### src/rtl/logic_pkg.sv
// rtl/logic_pkg.sv - shared widths and encodings for the logical-unit writeback path
//
// Provides default FIFO depth, register address width, result width, FIFO entry
// width and the precision encodings carried alongside each writeback.
// Optional feature macro used by logic_wb_buffer: LOGIC_WB_BYPASS_EN.

package logic_pkg;

    localparam int WB_DEPTH      = 4;
    localparam int LOGIC_ADDR_W  = 6;
    localparam int LOGIC_DATA_W  = 128;
    localparam int LOGIC_ENTRY_W = LOGIC_DATA_W + LOGIC_ADDR_W + 1;

    localparam logic PREC_32 = 1'b1;
    localparam logic PREC_16 = 1'b0;

endpackage

### src/rtl/logic_wb_fifo.sv
// rtl/logic_wb_fifo.sv - generic synchronous FIFO with occupancy count
//
// Ports:
//   clk, rst_n   clock, asynchronous active-low reset
//   clr          synchronous flush (wins over push/pop)
//   push         write push_data at tail (ignored when full and not popping)
//   push_data    entry to write
//   pop          retire head entry (ignored when empty)
//   head_data    current head entry
//   count        number of stored entries, 0..DEPTH
//   full, empty  count==DEPTH / count==0
// DEPTH must be a power of two so the pointers wrap naturally.

module logic_wb_fifo #(
    parameter int WIDTH = 8,
    parameter int DEPTH = 4,
    localparam int AW   = $clog2(DEPTH),
    localparam int CW   = $clog2(DEPTH + 1)
) (
    input  logic             clk,
    input  logic             rst_n,
    input  logic             clr,
    input  logic             push,
    input  logic [WIDTH-1:0] push_data,
    input  logic             pop,
    output logic [WIDTH-1:0] head_data,
    output logic [CW-1:0]    count,
    output logic             full,
    output logic             empty
);

    logic [WIDTH-1:0] mem [DEPTH];
    logic [AW-1:0]    wr_ptr;
    logic [AW-1:0]    rd_ptr;
    logic             do_push;
    logic             do_pop;

    assign empty     = (count == '0);
    assign full      = (count == CW'(DEPTH));
    assign head_data = mem[rd_ptr];

    // A push into a full FIFO is legal when the head leaves in the same cycle.
    assign do_pop  = pop & ~empty;
    assign do_push = push & (~full | do_pop);

    always_ff @(posedge clk or negedge rst_n) begin
        if (!rst_n) begin
            wr_ptr <= '0;
            rd_ptr <= '0;
            count  <= '0;
            for (int i = 0; i < DEPTH; i++) begin
                mem[i] <= '0;
            end
        end else if (clr) begin
            wr_ptr <= '0;
            rd_ptr <= '0;
            count  <= '0;
        end else begin
            if (do_push) begin
                mem[wr_ptr] <= push_data;
                wr_ptr      <= wr_ptr + AW'(1);
            end
            if (do_pop) begin
                rd_ptr <= rd_ptr + AW'(1);
            end
            case ({do_push, do_pop})
                2'b10:   count <= count + CW'(1);
                2'b01:   count <= count - CW'(1);
                default: count <= count;
            endcase
        end
    end

endmodule

### src/rtl/logic_wb_buffer.sv
// rtl/logic_wb_buffer.sv - writeback buffer between logical_unit and the vector register file
//
// Ports:
//   clk, rst_n            clock, asynchronous active-low reset
//   iss_vld/iss_dst/iss_prec  issued logical micro-op and its destination tag
//   iss_rdy               issue credit (combinational)
//   dr_logic_d            registered result, valid the cycle after issue
//   clr                   synchronous flush of tag, FIFO and ovf_err
//   wb_vld/wb_rdy         writeback handshake
//   wb_addr/wb_data/wb_prec  writeback payload
//   ovf_err               sticky: issue attempted without credit
// Configuration macro: LOGIC_WB_BYPASS_EN - when defined, a result arriving while
// the FIFO is empty is presented in the same cycle (latency 1) instead of via the FIFO.

module logic_wb_buffer
    import logic_pkg::*;
#(
    parameter int DEPTH  = WB_DEPTH,
    parameter int ADDR_W = LOGIC_ADDR_W,
    parameter int DATA_W = LOGIC_DATA_W
) (
    input  logic              clk,
    input  logic              rst_n,
    input  logic              iss_vld,
    input  logic [ADDR_W-1:0] iss_dst,
    input  logic              iss_prec,
    output logic              iss_rdy,
    input  logic [DATA_W-1:0] dr_logic_d,
    input  logic              clr,
    output logic              wb_vld,
    input  logic              wb_rdy,
    output logic [ADDR_W-1:0] wb_addr,
    output logic [DATA_W-1:0] wb_data,
    output logic              wb_prec,
    output logic              ovf_err
);

    localparam int CW = $clog2(DEPTH + 1);
    localparam int EW = DATA_W + ADDR_W + 1;

    logic              p_vld;
    logic [ADDR_W-1:0] p_addr;
    logic              p_prec;

    logic              iss_acc;
    logic              push;
    logic              pop;
    logic [EW-1:0]     head;
    logic [CW-1:0]     count;
    logic              full;
    logic              empty;

    // The op sitting in the pending tag register is already committed to a FIFO
    // slot, so it is counted against the credit along with the stored entries.
    assign iss_rdy = ({1'b0, count} + {{CW{1'b0}}, p_vld}) < (CW+1)'(DEPTH);
    assign iss_acc = iss_vld & iss_rdy;

    always_ff @(posedge clk or negedge rst_n) begin
        if (!rst_n) begin
            p_vld   <= 1'b0;
            p_addr  <= '0;
            p_prec  <= 1'b0;
            ovf_err <= 1'b0;
        end else if (clr) begin
            p_vld   <= 1'b0;
            ovf_err <= 1'b0;
        end else begin
            p_vld <= iss_acc;
            if (iss_acc) begin
                p_addr <= iss_dst;
                p_prec <= iss_prec;
            end
            if (iss_vld && !iss_rdy) begin
                ovf_err <= 1'b1;
            end
        end
    end

`ifdef LOGIC_WB_BYPASS_EN
    logic byp;

    // Bypass only with an empty FIFO so results never overtake buffered ones.
    assign byp = empty & p_vld;

    always_comb begin
        wb_vld  = ~empty;
        wb_data = head[EW-1 -: DATA_W];
        wb_addr = head[ADDR_W:1];
        wb_prec = head[0];
        if (byp) begin
            wb_vld  = 1'b1;
            wb_data = dr_logic_d;
            wb_addr = p_addr;
            wb_prec = p_prec;
        end
    end

    // A bypassed result taken by the register file is never stored.
    assign push = p_vld & ~(byp & wb_rdy) & (~full | pop);
`else
    always_comb begin
        wb_vld  = ~empty;
        wb_data = head[EW-1 -: DATA_W];
        wb_addr = head[ADDR_W:1];
        wb_prec = head[0];
    end

    // Credit guarantees room; the full term only guards against misuse.
    assign push = p_vld & (~full | pop);
`endif

    assign pop = wb_vld & wb_rdy & ~empty;

    logic_wb_fifo #(
        .WIDTH (EW),
        .DEPTH (DEPTH)
    ) u_fifo (
        .clk       (clk),
        .rst_n     (rst_n),
        .clr       (clr),
        .push      (push),
        .push_data ({dr_logic_d, p_addr, p_prec}),
        .pop       (pop),
        .head_data (head),
        .count     (count),
        .full      (full),
        .empty     (empty)
    );

endmodule

### config.mk
export PLATFORM = sky130hd
export DESIGN_NAME = logic_wb_buffer
export DESIGN_NICKNAME = d
export VERILOG_FILES = /design/src/rtl/logic_pkg.sv /design/src/rtl/logic_wb_fifo.sv /design/src/rtl/logic_wb_buffer.sv
export SDC_FILE = /design/constraint.sdc
export NUM_CORES = 1
export LEC_CHECK = 0
export CORE_ASPECT_RATIO = 1.75
export CORE_UTILIZATION = 51
export DETAILED_ROUTE_END_ITERATION = 6
export PLACE_DENSITY = 0.78
export REMOVE_ABC_BUFFERS = 1
export SKIP_CTS_REPAIR_TIMING = 1
export SYNTH_ARGS = -nofsm -noshare
export SYNTH_HDL_FRONTEND = slang
export SYNTH_SLANG_ARGS = --single-unit
### constraint.sdc
create_clock -name clk -period 2.6 [get_ports clk]
set_input_delay 0.52 -clock clk [delete_from_list [all_inputs] [get_ports clk]]
set_output_delay 0.52 -clock clk [all_outputs]
set_load 0.1 [all_outputs]
### Supply network, run 1

Scale: 1.5 px per um. Pins as bars on the die edge.
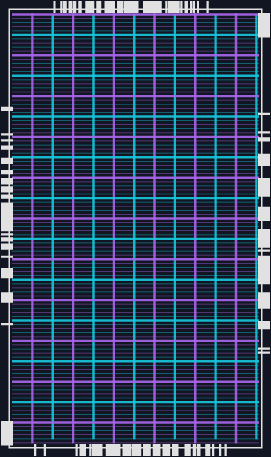
Key: VDD = cyan; VSS = purple
12 straps on met4. 106 met1 rails follow the rows. 278 signal pins sit on the boundary. The core has 105 rows.

### Routed clock nets over the placement, run 1

Scale: 1 px per um.
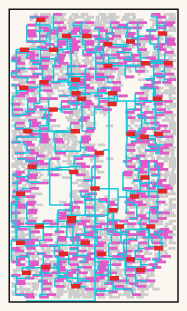
Key: flip-flops = magenta [count 556]; clock wires = cyan [length 6370 um]; clock-net drivers = red [count 50]
Position of the flops: widely spread.
Setup Skew: 19.0 ps
clock network power share: 0.251
Clock Power: 7.66 mW

### Clock nets, run 1

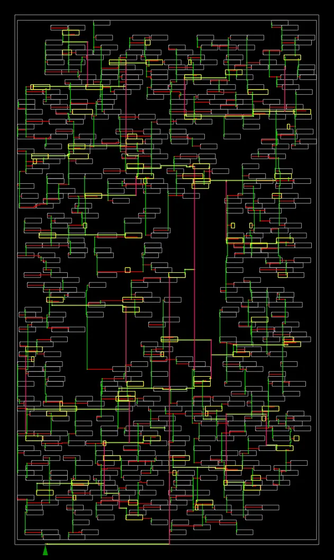
Worst-Skew Late Latency: 570 ps
FFs & Latches: 556

==> flow_summary_export.csv, run 1 <==
group,metric,value,unit
final_layout,fill_cells,3143,
timing,hold_viol_final,0,
grt,grt_max_degree,102,
floorplan,die_area,48700,um2
yosys,synth.avg_cell_area,17.6,um2
grt,grt_usage,0.232,
final_layout,nets,1862,
power,peakVddDrop,0.842,mV
final_layout,nClkBuffers,72,
yosys,area_leaders,"dfrtp_1, mux2_2, mux4_2",
setup_path,r2r_cells,6,
yosys,synthesis.instances,1389,
power,p_per_area,970,nW/um2
grt,top_usage_layer,"met2",
grt,grt_pass1_vias,15500,
yosys,ys_ff,556,
yosys,yosys_area,24400,um2
yosys,largest_area_cell,"dfrtp_1",
job,drv_cap,0,
setup_path,cp_top_family,"buffers and inverters",
outcome,violations,"negative setup slack",
job,warnings,31,
place,place_inst,2235,
worst_hold_path,hold_class,"input port to asynchronous set/reset pin",
timing,fin_ws,-112,ps
outcome,status,"finished, violations left",
setup_path,end_kind,"output pin",
timing,relSlewSlack,0.622,
final_layout,regArea,13900,um2
yosys,synthXorXnorAreaFrac,0.00144,
place,place.gp.congestion,0.758,
grt,use_met2,0.418,
timing,period_minus_slack,2710,ps
setup_path,rr_startpoint,"u_fifo.count[1]",
final_layout,layoutNonFillerInstCount,2351,
yosys,logic_family,"multiplexers",
clocking,cts_made_buffers,50,
yosys,async_flop_share,1.00,
final_layout,largestRegisters,"u_fifo.mem (540), p_addr (6), u_fifo.count (3)",
routing,viasPerCell,5.77,
setup_path,crit_fanout,10,
timing,rsz0062_at_grt,"yes",
grt,grt_use_met3,0.0363,
setup_path,start_kind,"flip-flop",
timing,setup_violations,132,
timing,min_period_over_period,1.04,
setup_path,crit_type,"flip-flop to output pin",
routing,wire_per_inst,23.7,um
floorplan,die_y,291,um
## run 1: worst max-delay path by stage
stage	start	endpoint	slack [ps]
final	u_fifo.rd_ptr[0]	wb_data[102]	-110
after global routing	u_fifo.rd_ptr[0]	wb_data[6]	-180
after CTS	u_fifo.rd_ptr[0]	wb_data[110]	-290
after detailed placement	wb_rdy	u_fifo.mem[425]	-60
after global placement	wb_rdy	u_fifo.mem[461]	-40
after floorplan	u_fifo.rd_ptr[0]	wb_addr[0]	-4230
## run 1: where the power goes
part	total (mW)	leakage [nW]	internal [mW]	switching, mW
combinational	12.0	6.32	4.83	7.15
clock	7.66	0.830	4.51	3.16
sequential	10.9	7.26	10.1	0.755
total	30.5	14.4	19.5	11.1
==> run 1 -> run 2 <==
--- a/config.mk
+++ b/config.mk
@@ -5,6 +5,7 @@
 export SDC_FILE = /design/constraint.sdc
 export NUM_CORES = 1
 export LEC_CHECK = 0
+export CAP_MARGIN = 20
 export CORE_ASPECT_RATIO = 1.75
 export CORE_UTILIZATION = 51
 export DETAILED_ROUTE_END_ITERATION = 6
@@ -14,3 +15,4 @@
 export SYNTH_ARGS = -nofsm -noshare
 export SYNTH_HDL_FRONTEND = slang
 export SYNTH_SLANG_ARGS = --single-unit
+export TNS_END_PERCENT = 1
==> run 2 against run 1 <==
The run still ends with negative setup slack left. Setup slack gained 3.1 ps. Fmax grew 0.11%. Highest routed layer unchanged. Die area is the same. Final area shrank 0.36%. Global-route usage is the same. Synthesized area is the same. Critical endpoint unchanged. Combinational power is essentially flat.
==> flow_summary_export.csv, run 2 <==
group,metric,value,unit
setup_path,r2r_cells,6,
floorplan,die_y,291,um
setup_path,cp_top_family,"buffers and inverters",
grt,grt_use_met3,0.0363,
timing,period_minus_slack,2710,ps
timing,fin_ws,-109,ps
timing,setup_violations,132,
yosys,yosys_area,24400,um2
final_layout,layoutNonFillerInstCount,2345,
grt,grt_max_degree,102,
clocking,cts_made_buffers,50,
yosys,area_leaders,"dfrtp_1, mux2_2, mux4_2",
timing,hold_viol_final,0,
setup_path,start_kind,"flip-flop",
yosys,async_flop_share,1.00,
power,peakVddDrop,0.846,mV
yosys,largest_area_cell,"dfrtp_1",
timing,min_period_over_period,1.04,
setup_path,end_kind,"output pin",
yosys,synth.avg_cell_area,17.6,um2
power,p_per_area,971,nW/um2
yosys,synthXorXnorAreaFrac,0.00144,
outcome,violations,"negative setup slack",
setup_path,crit_end,"wb_data[102]",
setup_path,rr_startpoint,"u_fifo.count[1]",
routing,viasPerCell,5.75,
yosys,logic_family,"multiplexers",
final_layout,nets,1856,
yosys,ys_ff,556,
outcome,status,"finished, violations left",
job,drv_cap,0,
[run 2: cell counts after synthesis]
Identical to the previous run, type by type.
[run 2: final cells by class]
| cell class | instances | area (um2) | share of cell area |
|---|---|---|---|
| antenna | 10 | 25.0 | 0.000798 |
| clock buffer | 72 | 1470 | 0.0468 |
| multi-input combinational | 730 | 9550 | 0.305 |
| clock inverter | 16 | 238 | 0.00758 |
| timing repair buffer | 367 | 5380 | 0.172 |
| inverter | 6 | 22.5 | 0.000719 |
| tap | 588 | 736 | 0.0235 |
| sequential | 556 | 13900 | 0.444 |
[run 2: report_power, final]
group | leakage (nW) | switching (mW) | internal, mW
registers | 7.26 | 0.751 | 10.1
logic | 6.27 | 7.13 | 4.80
clock network | 0.830 | 3.15 | 4.51
total | 14.4 | 11.0 | 19.4
### Routed metal, one colour a layer, run 2

Scale: 2 px per um.
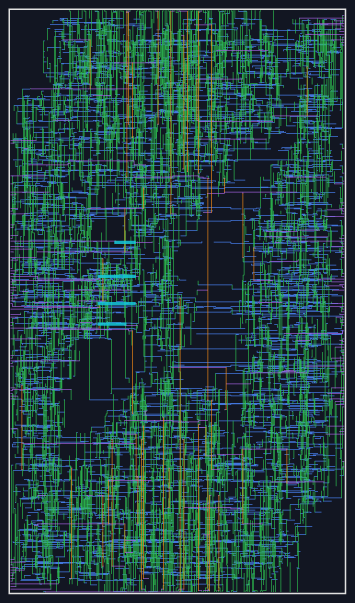
Key: M1 = blue [wire length 20.4 mm]; M5 = cyan [wire length 57.0 um]; M2 = green [wire length 30.2 mm]; M3 = purple [wire length 2170 um]; M4 = orange [wire length 2110 um]
WL per Instance: 23.4 um
DRT Wirelength: 54900 um
vias: 13500
overall routing resource usage: 0.232

### Clock nets, run 2

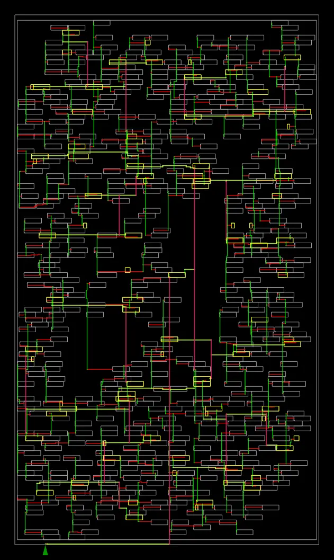
Clock Power: 7.65 mW
clk sink count: 556
clkbuf count: 72
Setup Skew: 17.9 ps

Power is estimated from default activity; no workload was simulated.
